Figure 1. Close-up of the layout.
The bar under the picture is 10 um long. Window x 31 to 61, y 31 to 61 um. Cells in gray, sequential cells in the stronger gray; small squares are vias.
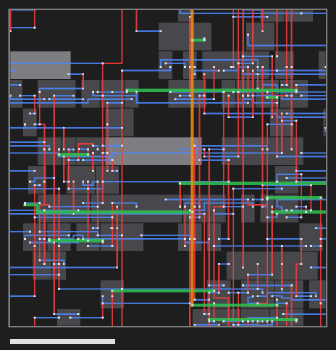
Figure 2. Clock routing.
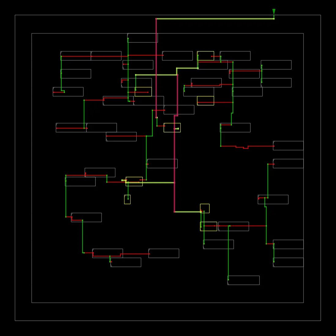
Figure 3. Metal 1.
Supply wires on this layer in gray.
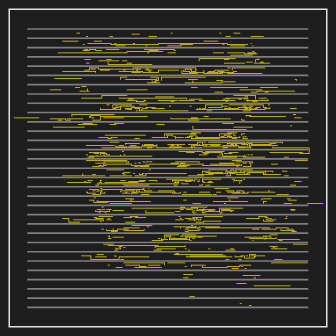
Figure 4. Metal layers overlaid.
Two of the layers only.
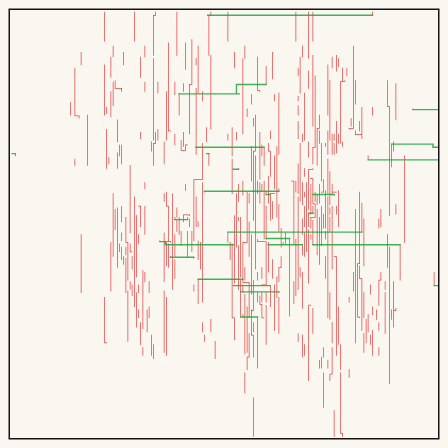
Figure 5. I/O nets highlighted.
The bar under the picture is 20 um long.
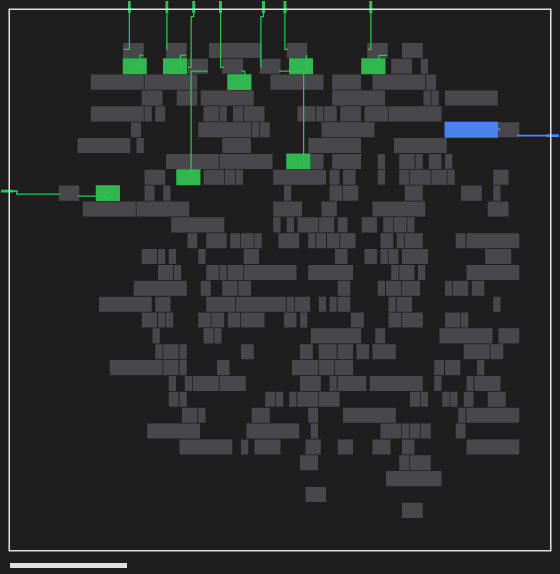
<file path="src/rtl/usb_pkg.sv">
// usb_pkg: shared types for the USB transmit path.
// Line states, FSM encoding, SYNC/PID constants, J/K pin mapping.
package usb_pkg;

  typedef enum logic [1:0] {
    LS_J,
    LS_K,
    LS_SE0
  } line_state_t;

  typedef enum logic [2:0] {
    TX_IDLE,
    TX_SYNC,
    TX_DATA,
    TX_EOP,
    TX_EOPJ,
    TX_IPG
  } tx_state_t;

  localparam logic [7:0] SYNC_BYTE = 8'h80;
  localparam logic [7:0] PID_OUT   = 8'hE1;
  localparam logic [7:0] PID_IN    = 8'h69;
  localparam logic [7:0] PID_SETUP = 8'h2D;
  localparam logic [7:0] PID_DATA0 = 8'hC3;
  localparam logic [7:0] PID_DATA1 = 8'h4B;
  localparam logic [7:0] PID_ACK   = 8'hD2;
  localparam logic [7:0] PID_NAK   = 8'h5A;

  // Returns {dp, dn}; low speed swaps the J/K polarity, SE0 is shared.
  function automatic logic [1:0] line_pins(line_state_t ls,
                                           logic ls_mode);
    logic [1:0] p;
    case (ls)
      LS_J:    p = ls_mode ? 2'b01 : 2'b10;
      LS_K:    p = ls_mode ? 2'b10 : 2'b01;
      default: p = 2'b00;
    endcase
    return p;
  endfunction

endpackage

</file>
<file path="src/rtl/usb_tx_nrzi_stuff.sv">
// usb_tx_nrzi_stuff: NRZI line level and run-of-ones tracker.
// A stuffed bit is simply a 0 emitted when stuff_o is high.
module usb_tx_nrzi_stuff #(
  parameter int STUFF_LEN = 6
) (
  input  logic clk,
  input  logic rst,
  input  logic clr_i,
  input  logic emit_i,
  input  logic bit_i,
  output logic level_o,
  output logic stuff_o
);
  localparam int OW = $clog2(STUFF_LEN + 1);

  logic [OW-1:0] ones_q;
  logic          level_q;

  // 0 toggles the level, 1 holds it and extends the run of ones.
  always_ff @(posedge clk or posedge rst) begin
    if (rst) begin
      ones_q  <= '0;
      level_q <= 1'b1;
    end else if (emit_i) begin
      level_q <= bit_i ? level_q : !level_q;
      ones_q  <= bit_i ? ones_q + OW'(1) : '0;
    end else if (clr_i) begin
      ones_q  <= '0;
      level_q <= 1'b1;
    end
  end

  assign level_o = level_q;
  assign stuff_o = (ones_q == OW'(STUFF_LEN));

endmodule

</file>
<file path="src/rtl/usb_tx_serializer.sv">
// usb_tx_serializer: USB FS/LS packet transmitter.
// Byte stream in; SYNC, NRZI stuffed bits, EOP and IPG out on D+/D-.
module usb_tx_serializer
  import usb_pkg::*;
#(
  parameter int CLK_PER_BIT = 4,
  parameter int LS_MODE     = 0,
  parameter int SYNC_BITS   = 8,
  parameter int STUFF_LEN   = 6,
  parameter int EOP_SE0     = 2,
  parameter int IPG_BITS    = 6
) (
  input  logic       clk,
  input  logic       rst,
  input  logic       tx_valid,
  input  logic [7:0] tx_data,
  input  logic       tx_last,
  output logic       tx_ready,
  output logic       tx_busy,
  output logic       tx_err,
  output logic       dp,
  output logic       dn,
  output logic       oe
);
  localparam int TW = (CLK_PER_BIT > 1) ? $clog2(CLK_PER_BIT) : 1;
  localparam logic [TW-1:0] TMR_LAST = TW'(CLK_PER_BIT - 1);
  localparam logic [7:0] SYNC_LAST = 8'(SYNC_BITS - 1);
  localparam logic [7:0] EOP_LAST  = 8'(EOP_SE0 - 1);
  localparam logic [7:0] IPG_LAST  = 8'(IPG_BITS - 1);

  tx_state_t   state_q, state_d;
  logic [TW-1:0] tmr_q;
  logic [7:0]  cnt_q, cnt_d, hold_q, sh_q;
  logic        hold_full_q, hold_last_q, cur_last_q;
  logic        last_seen_q, discard_q, err_q;
  logic        strobe, accept, store, start;
  logic        reload, shift, underrun, emit, emit_bit;
  logic        level, stuff;
  line_state_t line;

  assign strobe = (state_q != TX_IDLE) && (tmr_q == TMR_LAST);
  assign accept = tx_valid && tx_ready;
  assign store  = accept && !discard_q && !underrun;
  assign start  = store && (state_q == TX_IDLE);

  usb_tx_nrzi_stuff #(.STUFF_LEN(STUFF_LEN)) u_nrzi (
    .clk    (clk),
    .rst    (rst),
    .clr_i  (state_q == TX_IDLE),
    .emit_i (emit),
    .bit_i  (emit_bit),
    .level_o(level),
    .stuff_o(stuff)
  );

  // State register.
  always_ff @(posedge clk or posedge rst) begin
    if (rst) state_q <= TX_IDLE;
    else     state_q <= state_d;
  end

  // Next state plus the per-strobe bit to hand to the encoder.
  always_comb begin
    state_d  = state_q;
    cnt_d    = cnt_q;
    reload   = 1'b0;
    shift    = 1'b0;
    underrun = 1'b0;
    emit     = 1'b0;
    emit_bit = 1'b0;
    unique case (state_q)
      TX_IDLE: if (start) begin
        state_d = TX_SYNC;
        cnt_d   = '0;
        emit    = 1'b1;
      end
      TX_SYNC: if (strobe) begin
        emit = 1'b1;
        if (cnt_q == SYNC_LAST) begin
          state_d  = TX_DATA;
          cnt_d    = '0;
          reload   = 1'b1;
          emit_bit = hold_q[0];
        end else begin
          cnt_d    = cnt_q + 8'd1;
          emit_bit = (cnt_q == SYNC_LAST - 8'd1);
        end
      end
      TX_DATA: if (strobe) begin
        if (stuff) begin
          emit = 1'b1;
        end else if (cnt_q != 8'd7) begin
          emit     = 1'b1;
          shift    = 1'b1;
          emit_bit = sh_q[1];
          cnt_d    = cnt_q + 8'd1;
        end else if (cur_last_q) begin
          state_d = TX_EOP;
          cnt_d   = '0;
        end else if (hold_full_q) begin
          emit     = 1'b1;
          reload   = 1'b1;
          emit_bit = hold_q[0];
          cnt_d    = '0;
        end else begin
          underrun = 1'b1;
          state_d  = TX_EOP;
          cnt_d    = '0;
        end
      end
      TX_EOP: if (strobe) begin
        if (cnt_q == EOP_LAST) begin
          state_d = TX_EOPJ;
          cnt_d   = '0;
        end else begin
          cnt_d = cnt_q + 8'd1;
        end
      end
      TX_EOPJ: if (strobe) begin
        state_d = TX_IPG;
        cnt_d   = '0;
      end
      TX_IPG: if (strobe) begin
        if (cnt_q == IPG_LAST) begin
          state_d = TX_IDLE;
          cnt_d   = '0;
        end else begin
          cnt_d = cnt_q + 8'd1;
        end
      end
      default: state_d = TX_IDLE;
    endcase
  end

  // Symbol timer, holding register, shifter and packet flags.
  always_ff @(posedge clk or posedge rst) begin
    if (rst) begin
      tmr_q       <= '0;
      cnt_q       <= '0;
      hold_q      <= '0;
      sh_q        <= '0;
      hold_full_q <= 1'b0;
      hold_last_q <= 1'b0;
      cur_last_q  <= 1'b0;
      last_seen_q <= 1'b0;
      discard_q   <= 1'b0;
      err_q       <= 1'b0;
    end else begin
      if (state_q == TX_IDLE || strobe) tmr_q <= '0;
      else                              tmr_q <= tmr_q + TW'(1);
      cnt_q <= cnt_d;
      err_q <= underrun;
      if (reload) begin
        sh_q       <= hold_q;
        cur_last_q <= hold_last_q;
      end else if (shift) begin
        sh_q <= {1'b0, sh_q[7:1]};
      end
      if (store) begin
        hold_q      <= tx_data;
        hold_last_q <= tx_last;
        hold_full_q <= 1'b1;
      end else if (reload) begin
        hold_full_q <= 1'b0;
      end
      if (store && tx_last)
        last_seen_q <= 1'b1;
      else if (state_q == TX_IPG && state_d == TX_IDLE)
        last_seen_q <= 1'b0;
      if (underrun || discard_q)
        discard_q <= !(accept && tx_last);
    end
  end

  // Line state, pin mapping and handshake outputs.
  always_comb begin
    line = LS_J;
    oe   = 1'b0;
    unique case (state_q)
      TX_SYNC, TX_DATA: begin
        line = level ? LS_J : LS_K;
        oe   = 1'b1;
      end
      TX_EOP: begin
        line = LS_SE0;
        oe   = 1'b1;
      end
      TX_EOPJ: oe = 1'b1;
      default: ;
    endcase
    {dp, dn} = line_pins(line, LS_MODE != 0);
    tx_busy  = (state_q != TX_IDLE);
    tx_err   = err_q;
    tx_ready = (state_q != TX_IPG) &&
               (discard_q || (!hold_full_q && !last_seen_q));
  end

endmodule
</file>
<file path="config.mk">
export PLATFORM = sky130hd
export DESIGN_NAME = usb_tx_serializer
export DESIGN_NICKNAME = d
export VERILOG_FILES = /design/src/rtl/usb_pkg.sv /design/src/rtl/usb_tx_nrzi_stuff.sv /design/src/rtl/usb_tx_serializer.sv
export SDC_FILE = /design/constraint.sdc
export NUM_CORES = 1
export LEC_CHECK = 0
export CAP_MARGIN = 0
export CORE_MARGIN = 5
export CORE_UTILIZATION = 33
export CTS_BUF_LIST = sky130_fd_sc_hd__clkbuf_8 sky130_fd_sc_hd__clkbuf_16
export CTS_CLUSTER_DIAMETER = 150
export DETAILED_ROUTE_END_ITERATION = 12
export PLACE_DENSITY = 0.52
export SLEW_MARGIN = 40
export SYNTH_ARGS = -nofsm -noshare
export SYNTH_HDL_FRONTEND = slang
export SYNTH_HIERARCHICAL = 1
export SYNTH_SLANG_ARGS = --single-unit
</file>
<file path="constraint.sdc">
create_clock -name clk -period 2.8 [get_ports clk]
set_clock_uncertainty 0.05 [all_clocks]
set_input_delay 0.56 -clock clk [delete_from_list [all_inputs] [get_ports clk]]
set_output_delay 0.56 -clock clk [all_outputs]
set_load 0.02 [all_outputs]
</file>
==> results.yml <==
# physical design summary
synth:
  synthesis.area_um2: 2250
  synth.logic.top_family: "simple AND/OR/NAND/NOR gates"
  simple_gate_area_share_pct: 22.8
  synth_nets: 256
  synthAdderAreaFrac_pct: 3.78
  synth_cell_types: 56
  avgSynthCellArea_um2: 9.46
  aoi_share_pct: 16.2
  flop_cell: "dfrtp_1"
worst_hold_path:
  holdPathStages: 1
  hp-start: "tmr_q[0]"
  hold_class: "reg2reg"
floorplanning:
  fp_util_pct: 33.5
  io-pin-count: 18
critical_path:
  rr_worst_depth: 8
  r2r_start: "cnt_q[3]"
  path_buffers: 1
  crit_path_max_incr_delay_ns: 0.70
  start_kind: "flop"
  reg2reg_slack_ns: 0.46
power_and_ir_drop:
  ir_drop_uv: 170
  p_per_area_nw_per_um2: 383
grt:
  antenna_found_initial: 0
  grt_max_degree: 35
  grt_pass1_vias: 1738
route:
  dr.pass1.iters: 5
finish:
  seqCellArea_um2: 952
  nets: 276
  area_growth_pct: 16.4
  logic_area_um2: 1180
cts:
  cts_tree: "done"
  htreeDepth: 2
sta:
  worstMarginPinSlew_ns: 0.582
  period_used_pct: 95.2
  totalNegativeSetupSlack_ns: 0
outcome:
  status: "complete, no violations"
-- Figure 1 (at the start) --
met4: drawn in orange. met3: drawn in green. met1: drawn in blue. met2: drawn in red.
Most frequent: nand2_1 (9), nand4_1 (4). Netlist names of flops here include cnt_q (2). 56 logic cells have their middle in the window. Sequential cells in the window: 2.

-- Figure 2 (at the start) --
Clk power: 0.000409 W
CLK BUF: 6
clk_lat worst skew: 0.30 ns
CTS Sinks: 38
Num CTS Buffers: 5

-- Figure 3 (at the start) --
The layer carries 2,320 um of wire. The longest straight run is 23.9 um.
Total Routed Length: 4.87 mm
met1 usage: 16.9%
Vias: 1,749

-- Figure 4 (at the start) --
met2: drawn in red, wire length 2,240 um. met3: drawn in green, wire length 242 um.
Total GRT Usage: 12.5%
WL/cell: 14.4 um

-- Figure 5 (at the start) --
tx_data: drawn in green, direction input, edge 7 top, 1 left, end cells 8, wire 128 um. tx_err: drawn in blue, direction output, edge right, end cells 1, wire 6.30 um.

==> through the flow <==
step	util (%)	instances	setup WS, ns
3_5_place_dp	37.6	331	0.402
3_3_place_gp	37.6	331	0.414
4_1_cts	39.0	339	0.127
5_1_grt	39.0	339	0.0362
6_report	39.0	339	0.133
2_1_floorplan	-	238	0.686
==> registers in the layout (all words and copies together), names as in the netlist, 2 cells and up <==
register and count:
state_q 3, tmr_q 2, sh_q 7, u_nrzi/ones_q 3
hold_q 8, cnt_q 8
==> cell type report <==
cell class / count / area share [%]
Clock buffer: 6 / 3.15
Clock inverter: 2 / 0.477
Inverter: 14 / 2.00
Multi-Input combinational cell: 173 / 45.2
Sequential cell: 38 / 36.3
Tap cell: 80 / 3.82
Timing Repair Buffer: 26 / 9.07
==> cell usage in the layout (no fill, tap or decap), drive strengths merged, types with 3 or more instances in the layout <==
| cell | instances |
|---|---|
| clkbuf | 6 |
| nor2b | 4 |
| o21ai | 14 |
| mux2 | 10 |
| clkdlybuf4s50 | 17 |
| mux2i | 8 |
| nand3b | 3 |
| a21oi | 10 |
| xnor2 | 3 |
| and2 | 4 |
| ha | 6 |
| dfrtp | 37 |
| o211ai | 8 |
| nor2 | 20 |
| nand2 | 33 |
| nand4 | 5 |
| nand2b | 4 |
| nor3 | 3 |
| inv | 14 |
| o22ai | 3 |
| buf | 9 |
==> metal layers <==
| metal | GRT usage, % | part of all wire [%] | up-vias |
|---|---|---|---|
| met5 | 0 | 0 | - |
| met4 | 4.03 | 1.5 | 0 |
| met3 | 3.09 | 4.9 | 6 |
| met2 | 19.6 | 46 | 43 |
| met1 | 16.9 | 48 | 816 |
| li1 | - | - | 884 |
==> power by group <==
group          switching, W  leakage [nW]  internal [W]
combinational     0.0000203         0.662     0.0000224
sequential       0.00000227         0.465      0.000551
clock              0.000211        0.0472      0.000198
total              0.000233          1.17      0.000771
==> cell usage after synthesis, types with 4 or more instances <==
library cell  count  area share (%)
nor2_1           17             2.8
buf_2             5             1.1
nand2b_1          4             1.1
o21ai_1           6             1.3
mux2_2           10             5.0
dfrtp_1          37              41
inv_1            14             2.3
nand2_1          33             5.5
o211ai_1          8             2.7
and2_1            4             1.1
a21oi_1          10             2.2
ha_1              6             3.3
nand4_1           5             1.4
mux2i_1           8             3.6
clkbuf_1          4            0.67
o21ai_0           8             1.8
nor2b_1           4             1.1
==> worst max-delay path by stage <==
stage / from / to
floorplan: cnt_q[3] / u_nrzi/level_o
CTS: state_q[1] / tx_ready
detailed placement: tx_valid / cnt_q[6]
global placement: tx_valid / cnt_q[6]
finish: state_q[1] / tx_ready
global route: state_q[1] / tx_ready
==> logic make-up (layout without fill, tap and decap cells) <==
| family | Yosys count | after routing |
|---|---|---|
| simple gates | 91 | 91 |
| compound gates | 54 | 54 |
| flops | 38 | 38 |
| buf+inv | 27 | 48 |
| mux | 18 | 18 |
| fa+ha+maj | 7 | 7 |
| xor+xnor | 3 | 3 |
Power and IR drop assume default switching activity.
